Figure 1. Pin map (run 1).
Bar = 50 um. Pins as bars across the die edge, other pins in gray.
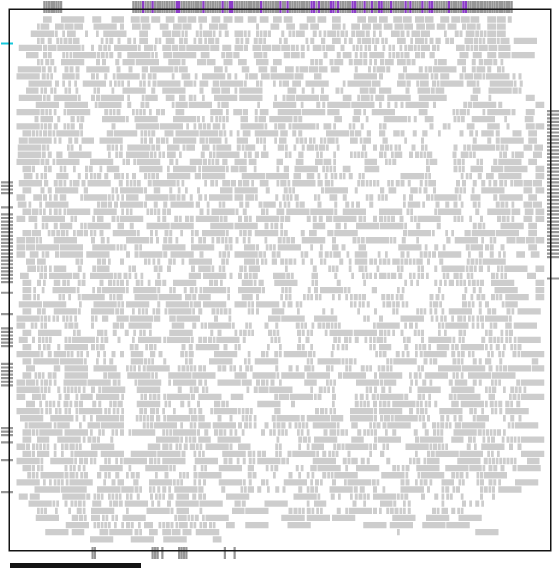
Figure 2. Sizing map (run 1).
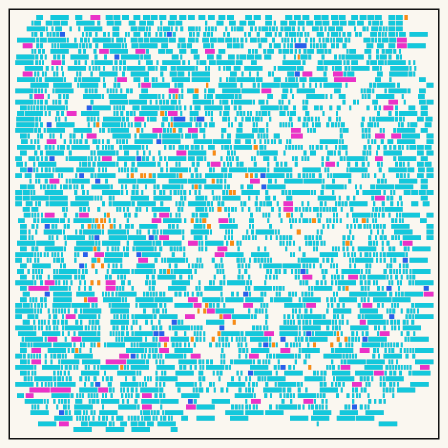
Figure 3. Cell outlines without signal wires (run 1).
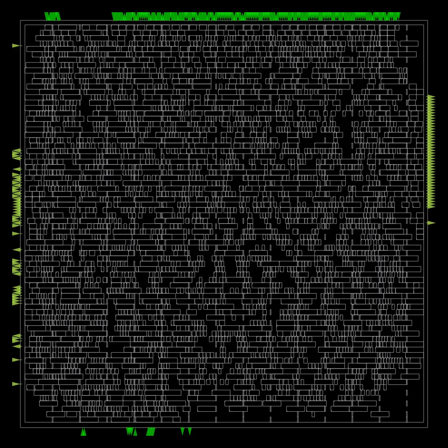
$ cat config.mk
export PLATFORM = sky130hd
export DESIGN_NAME = prefetch
export DESIGN_NICKNAME = d
export VERILOG_FILES = /design/src/rtl/prefetch.sv
export SDC_FILE = /design/constraint.sdc
export NUM_CORES = 1
export LEC_CHECK = 0
export ABC_AREA = 1
export ABC_CLOCK_PERIOD_IN_PS = 31100
export CAP_MARGIN = 20
export CORE_MARGIN = 2
export CORE_UTILIZATION = 50
export CTS_BUF_LIST = sky130_fd_sc_hd__clkbuf_2 sky130_fd_sc_hd__clkbuf_4 sky130_fd_sc_hd__clkbuf_8
export DETAILED_ROUTE_END_ITERATION = 10
export GPL_TIMING_DRIVEN = 0
export HOLD_SLACK_MARGIN = 0.1
export PLACE_DENSITY = 0.73
export SLEW_MARGIN = 20
export SYNTH_ARGS = -nofsm -noshare
export SYNTH_HDL_FRONTEND = slang
export SYNTH_SLANG_ARGS = --single-unit
$ cat constraint.sdc
create_clock -name clk -period 31.1 [get_ports clk]
set_input_delay 3.11 -clock clk [delete_from_list [all_inputs] [get_ports clk]]
set_output_delay 3.11 -clock clk [all_outputs]
set_load 0.05 [all_outputs]
$ cat src/rtl/prefetch.sv
// Buffered instruction fetch stage: a DEPTH-entry prefetch queue between the instruction bus
// and decode, with wait-state/fault handling and flush on trap/mret/branch redirects.
module prefetch #(
  parameter logic [31:0] RESET_VECTOR = 32'h0000_0000,
  parameter int unsigned DEPTH        = 4
) (
  input  logic        clk,
  input  logic        reset,
  input  logic        branch,
  input  logic [31:0] branch_vector,
  input  logic        trap,
  input  logic        mret,
  input  logic [31:0] trap_vector,
  input  logic [31:0] mret_vector,
  input  logic        stall,
  input  logic        invalidate,
  output logic [31:0] fetch_address,
  output logic        fetch_request,
  input  logic        fetch_ready,
  input  logic [31:0] fetch_data,
  input  logic        fetch_error,
  output logic [31:0] pc_out,
  output logic [31:0] next_pc_out,
  output logic [31:0] instruction_out,
  output logic        fault_out,
  output logic        valid_out
);

  localparam int unsigned PtrW = $clog2(DEPTH);
  localparam logic [PtrW:0] Full = (PtrW + 1)'(DEPTH);

  typedef enum logic [0:0] {StRun, StHalt} state_e;

  state_e            state_q, state_d;
  logic [31:0]       fetch_pc_q, fetch_pc_d;
  logic [PtrW-1:0]   rd_ptr_q, rd_ptr_d, wr_ptr_q, wr_ptr_d;
  logic [PtrW:0]     count_q, count_d;
  logic [31:0]       q_pc [DEPTH];
  logic [31:0]       q_instr [DEPTH];
  logic              q_fault [DEPTH];
  logic [31:0]       pc_q, pc_d, next_pc_q, next_pc_d, instr_q, instr_d;
  logic              fault_q, fault_d, valid_q, valid_d;

  logic              redirect, completion, push, pop;
  logic [31:0]       redirect_vector, resp_instr;

  assign redirect        = trap | mret | branch;
  assign redirect_vector = trap ? trap_vector : (mret ? mret_vector : branch_vector);
  assign fetch_request   = (state_q == StRun) && (count_q < Full);
  assign fetch_address   = fetch_pc_q;
  assign completion      = fetch_request && fetch_ready;
  assign resp_instr      = fetch_error ? 32'h0 : fetch_data;

  always_comb begin
    state_d    = state_q;
    fetch_pc_d = fetch_pc_q;
    rd_ptr_d   = rd_ptr_q;
    wr_ptr_d   = wr_ptr_q;
    count_d    = count_q;
    pc_d       = pc_q;
    next_pc_d  = next_pc_q;
    instr_d    = instr_q;
    fault_d    = fault_q;
    valid_d    = valid_q;
    push       = 1'b0;
    pop        = 1'b0;
    if (redirect) begin
      // Flush: any completion in this cycle belongs to the abandoned path.
      state_d    = StRun;
      fetch_pc_d = redirect_vector;
      rd_ptr_d   = '0;
      wr_ptr_d   = '0;
      count_d    = '0;
      valid_d    = 1'b0;
    end else begin
      if (completion) begin
        fetch_pc_d = fetch_pc_q + 32'd4;
        push       = 1'b1;
        if (fetch_error) state_d = StHalt;
      end
      if (!stall) begin
        if (invalidate) begin
          valid_d = 1'b0;
        end else if (count_q != '0) begin
          pc_d      = q_pc[rd_ptr_q];
          next_pc_d = q_pc[rd_ptr_q] + 32'd4;
          instr_d   = q_instr[rd_ptr_q];
          fault_d   = q_fault[rd_ptr_q];
          valid_d   = 1'b1;
          pop       = 1'b1;
        end else if (completion) begin
          // Empty queue: hand the response straight to decode.
          pc_d      = fetch_pc_q;
          next_pc_d = fetch_pc_q + 32'd4;
          instr_d   = resp_instr;
          fault_d   = fetch_error;
          valid_d   = 1'b1;
          push      = 1'b0;
        end else begin
          valid_d = 1'b0;
        end
      end
      if (push) wr_ptr_d = wr_ptr_q + 1'b1;
      if (pop)  rd_ptr_d = rd_ptr_q + 1'b1;
      unique case ({push, pop})
        2'b10:   count_d = count_q + 1'b1;
        2'b01:   count_d = count_q - 1'b1;
        default: count_d = count_q;
      endcase
    end
  end

  always_ff @(posedge clk or posedge reset) begin
    if (reset) begin
      state_q    <= StRun;
      fetch_pc_q <= RESET_VECTOR;
      rd_ptr_q   <= '0;
      wr_ptr_q   <= '0;
      count_q    <= '0;
      pc_q       <= '0;
      next_pc_q  <= '0;
      instr_q    <= '0;
      fault_q    <= 1'b0;
      valid_q    <= 1'b0;
    end else begin
      state_q    <= state_d;
      fetch_pc_q <= fetch_pc_d;
      rd_ptr_q   <= rd_ptr_d;
      wr_ptr_q   <= wr_ptr_d;
      count_q    <= count_d;
      pc_q       <= pc_d;
      next_pc_q  <= next_pc_d;
      instr_q    <= instr_d;
      fault_q    <= fault_d;
      valid_q    <= valid_d;
    end
  end

  always_ff @(posedge clk or posedge reset) begin
    if (reset) begin
      for (int i = 0; i < int'(DEPTH); i++) begin
        q_pc[i]    <= '0;
        q_instr[i] <= '0;
        q_fault[i] <= 1'b0;
      end
    end else if (push) begin
      q_pc[wr_ptr_q]    <= fetch_pc_q;
      q_instr[wr_ptr_q] <= resp_instr;
      q_fault[wr_ptr_q] <= fetch_error;
    end
  end

  assign pc_out          = pc_q;
  assign next_pc_out     = next_pc_q;
  assign instruction_out = instr_q;
  assign fault_out       = fault_q;
  assign valid_out       = valid_q;

endmodule

==> run summary, run 1 <==
run metrics: status=complete, no violations, CTS H-tree lvls=3, M1 wire length=32100 um, met1 Track Usage GR=49.9%, FF-to-FF path depth=13, power density cells=62.5 nW/um^2, Finish-stage setup viols=0, Worst Setup SP=fetch_address[29]$_DFFE_PP0P_, Clock Pin Slew Worst Setup and Hold Paths=0.06 ns, setup TNS=0 ns, Post-CTS Hold Fix Bufs=0, aoi share=15.2%, Biggest consumer=registers, internal power=0.00100 W, Comb. pwr=0.000436 W, routability cong.=0.956, critical path class=reg -> out, diode count=0, Clock group=0.000522 W, Sw Pwr=0.000584 W, Adders+Majority by Area=0.465%, Routed met2 length=36900 um, Post-synth mux share=0%, Clock Skew=0.0356 ns, overall fraction of global-route tracks in use=37.6%, final worst-path cycle share=17.0%, post-placement cell area=23900 um^2, Final nets=3276, most frequent cells in the layout=nand2_1 (976), dfrtp_1 (396), o21ai_0 (329), fp util=50.3%, Async SR Flop Fraction=100%, reg2reg end=next_pc_out[12]$_DFFE_PP0P_, pin count of the biggest net entering global routing=100, Filler Cells Inserted=3688, DRC=0, Synth top cells by count=nand2_1 (976), dfrtp_1 (396), o21ai_0 (329), setup ws final=25.81 ns, Placed Cells incl. Taps=3591, routing usage on met3=6.18%, final non-filler cell total=3714, ys flop type=dfrtp_1, clock buffer count from CTS=71, Synth warnings=0, critical path capture point=fetch_address[29], post-DP HPWL=59200 um, logic gate share of total power=27.5%, tool warnings=29, Flops after synth=396, Crit. End Element=primary output, CP delay by family, top=buffers and inverters, most numerous logic cell after layout=nand2_1, Cell Type Count=43, Worst Path Arrival=2.18 ns
-- Figure 1 (at the start) --
[purple] mret_vector | pins: 32 | direction: input | edge: top
[cyan] clk | pins: 1 | direction: input | edge: left
all pins by edge: 166 top, 47 left, 43 right, 12 bottom

-- Figure 2 (at the start) --
[magenta] x6 and larger | cells: 98 | share: 3.1% | most used: clkbuf_8
[cyan] x1 and smaller | cells: 2970 | share: 93% | most used: nand2_1
[blue] x3 and x4 | cells: 45 | share: 1.4% | most used: clkbuf_4
[orange] x2 | cells: 69 | share: 2.2% | most used: buf_2

-- Figure 3 (at the start) --
Cell Rows: 74
final core utilization: 62.4%
flop share of the area: 39.1%

==> run 1: state kept, by name, indices dropped and copies added, names as in the netlist <==
signal,cells
instruction_out,32
pc_out,32
q_pc,128
rd_ptr_q,2
fault_out,1
state_q,1
q_instr,128
fetch_address,32
wr_ptr_q,2
count_q,3
q_fault,4
valid_out,1
next_pc_out,30
==> run 1: final cells by class <==
class | count | area, um^2 | share of cell area (%)
Multi-Input combinational cell | 2006 | 8960 | 35.3
Clock inverter | 12 | 114 | 0.449
Timing Repair Buffer | 269 | 2760 | 10.9
Inverter | 223 | 845 | 3.33
Tap cell | 532 | 666 | 2.62
Buffer | 165 | 748 | 2.95
Clock buffer | 111 | 1370 | 5.40
Sequential cell | 396 | 9910 | 39.1
Figure 4. Zoomed window (run 1).
Region (145, 145) to (165, 165) um. Cells in gray, sequential cells in the stronger gray; small squares are vias.
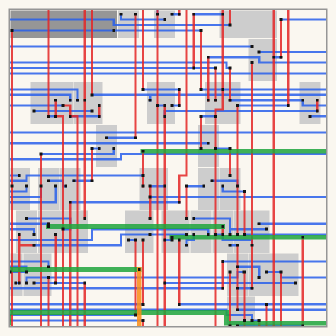

==> run 1 -> run 2 <==
ABC_CLOCK_PERIOD_IN_PS = 5500   (was 31100)
clock period = 5.5 ns   (was 31.1 ns; I/O delays follow)
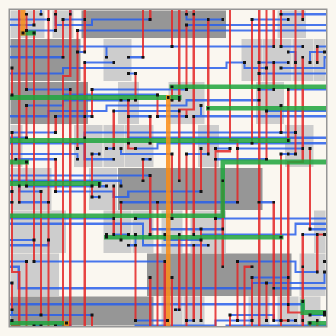
Figure 5: run 2, zoomed window.
Region (145, 145) to (165, 165) um. Cells in gray, sequential cells in the stronger gray; small squares are vias.
[orange] M4
[blue] M1
[green] M3
[red] M2
most frequent: nand2_1 (11), nand3_1 (5), dfrtp_1 (5)
netlist names of flops here include: fetch_address (3)
cells with their middle in the window: 37
sequential cells in the window: 5

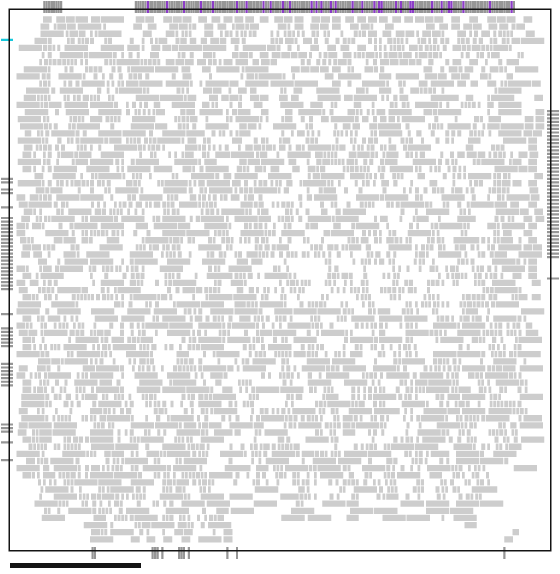
Figure 6: run 2, pin map.
Bar = 50 um. Pins as bars across the die edge, other pins in gray.
Die X: 206 um
IO buf count: 265
die height: 206 um

==> run summary, run 2 <==
run metrics: overall fraction of global-route tracks in use=37.6% (-0.048 points), FF-to-FF path depth=12 (-1), status=complete, no violations, Clock group=0.00295 W (+470%), Async SR Flop Fraction=100% (unchanged), Comb. pwr=0.00249 W (+470%), Worst Path Arrival=3.57 ns (+1.39 ns), reg2reg end=next_pc_out[12]$_DFFE_PP0P_, logic gate share of total power=27.7% (+0.2 points), setup ws final=2.51 ns (-23.30 ns), CP delay by family, top=simple AND/OR/NAND/NOR gates, Final nets=3287 (+0.34%), fp util=50.3% (unchanged), Post-CTS Hold Fix Bufs=0 (unchanged), final worst-path cycle share=54.3%, Filler Cells Inserted=3679 (-0.24%), critical path class=reg -> reg, most numerous logic cell after layout=nand2_1, diode count=0 (unchanged), Sw Pwr=0.00328 W (+460%), nonclk buf count=444 (+2.3%), aoi share=15.2% (unchanged), comb_multi_in=2006 (unchanged), multi-input combinational area share=35.0% (-0.30 points), pin count of the biggest net entering global routing=35 (-65%), Crit. End Element=flip-flop, Flop area=9910 um^2 (unchanged), Finish-stage setup viols=0 (unchanged), Adders+Majority by Area=0.465% (unchanged), routing usage on met3=6.39% (+0.20 points), internal power=0.00571 W (+470%), DRC=0 (unchanged), routability cong.=0.955 (about the same), Placed Cells incl. Taps=3601 (+0.28%), tap cell count=532 (unchanged), Cell Rows=74 (unchanged), critical path capture point=next_pc_out[12]$_DFFE_PP0P_, layout clock buffer count=113 (+1.8%), clock network area share=5.85% (about the same), ys flop type=dfrtp_1, most frequent cells in the layout=nand2_1 (976), dfrtp_1 (396), o21ai_0 (329), Inverters=223 (unchanged), Cell Type Count=43 (unchanged), Flops after synth=396 (unchanged), met1 Track Usage GR=49.7% (-0.15 points)
run 2: cell types whose count changed in the layout (fill, tap and decap cells not counted):
cell        delta
buf_12         +9
clkbuf_8       +1
clkinvlp_4     +1
inv_8          -1
buf_16         +1
clkbuf_4       +1
clkinv_2       -2
run 2: per-stage QoR:
step / hold slack, ns / setup TNS, ns / utilization (%)
after floorplan: 0.444 / -150.41 / -
after global placement: 0.456 / -1201.90 / 58.5
after detailed placement: 0.460 / 0 / 59.3
after CTS: 0.316 / 0 / 63.0
after global routing: 0.355 / 0 / 63.0
final: 0.325 / 0 / 63.0
run 2: routing by layer:
metal | vias to the layer above | wire length, um
li1 | 9651 | -
met1 | 10300 | 31500
met2 | 1214 | 36800
met3 | 263 | 6980
met4 | 2 | 4540
met5 | - | 11
Power and IR drop assume default switching activity.
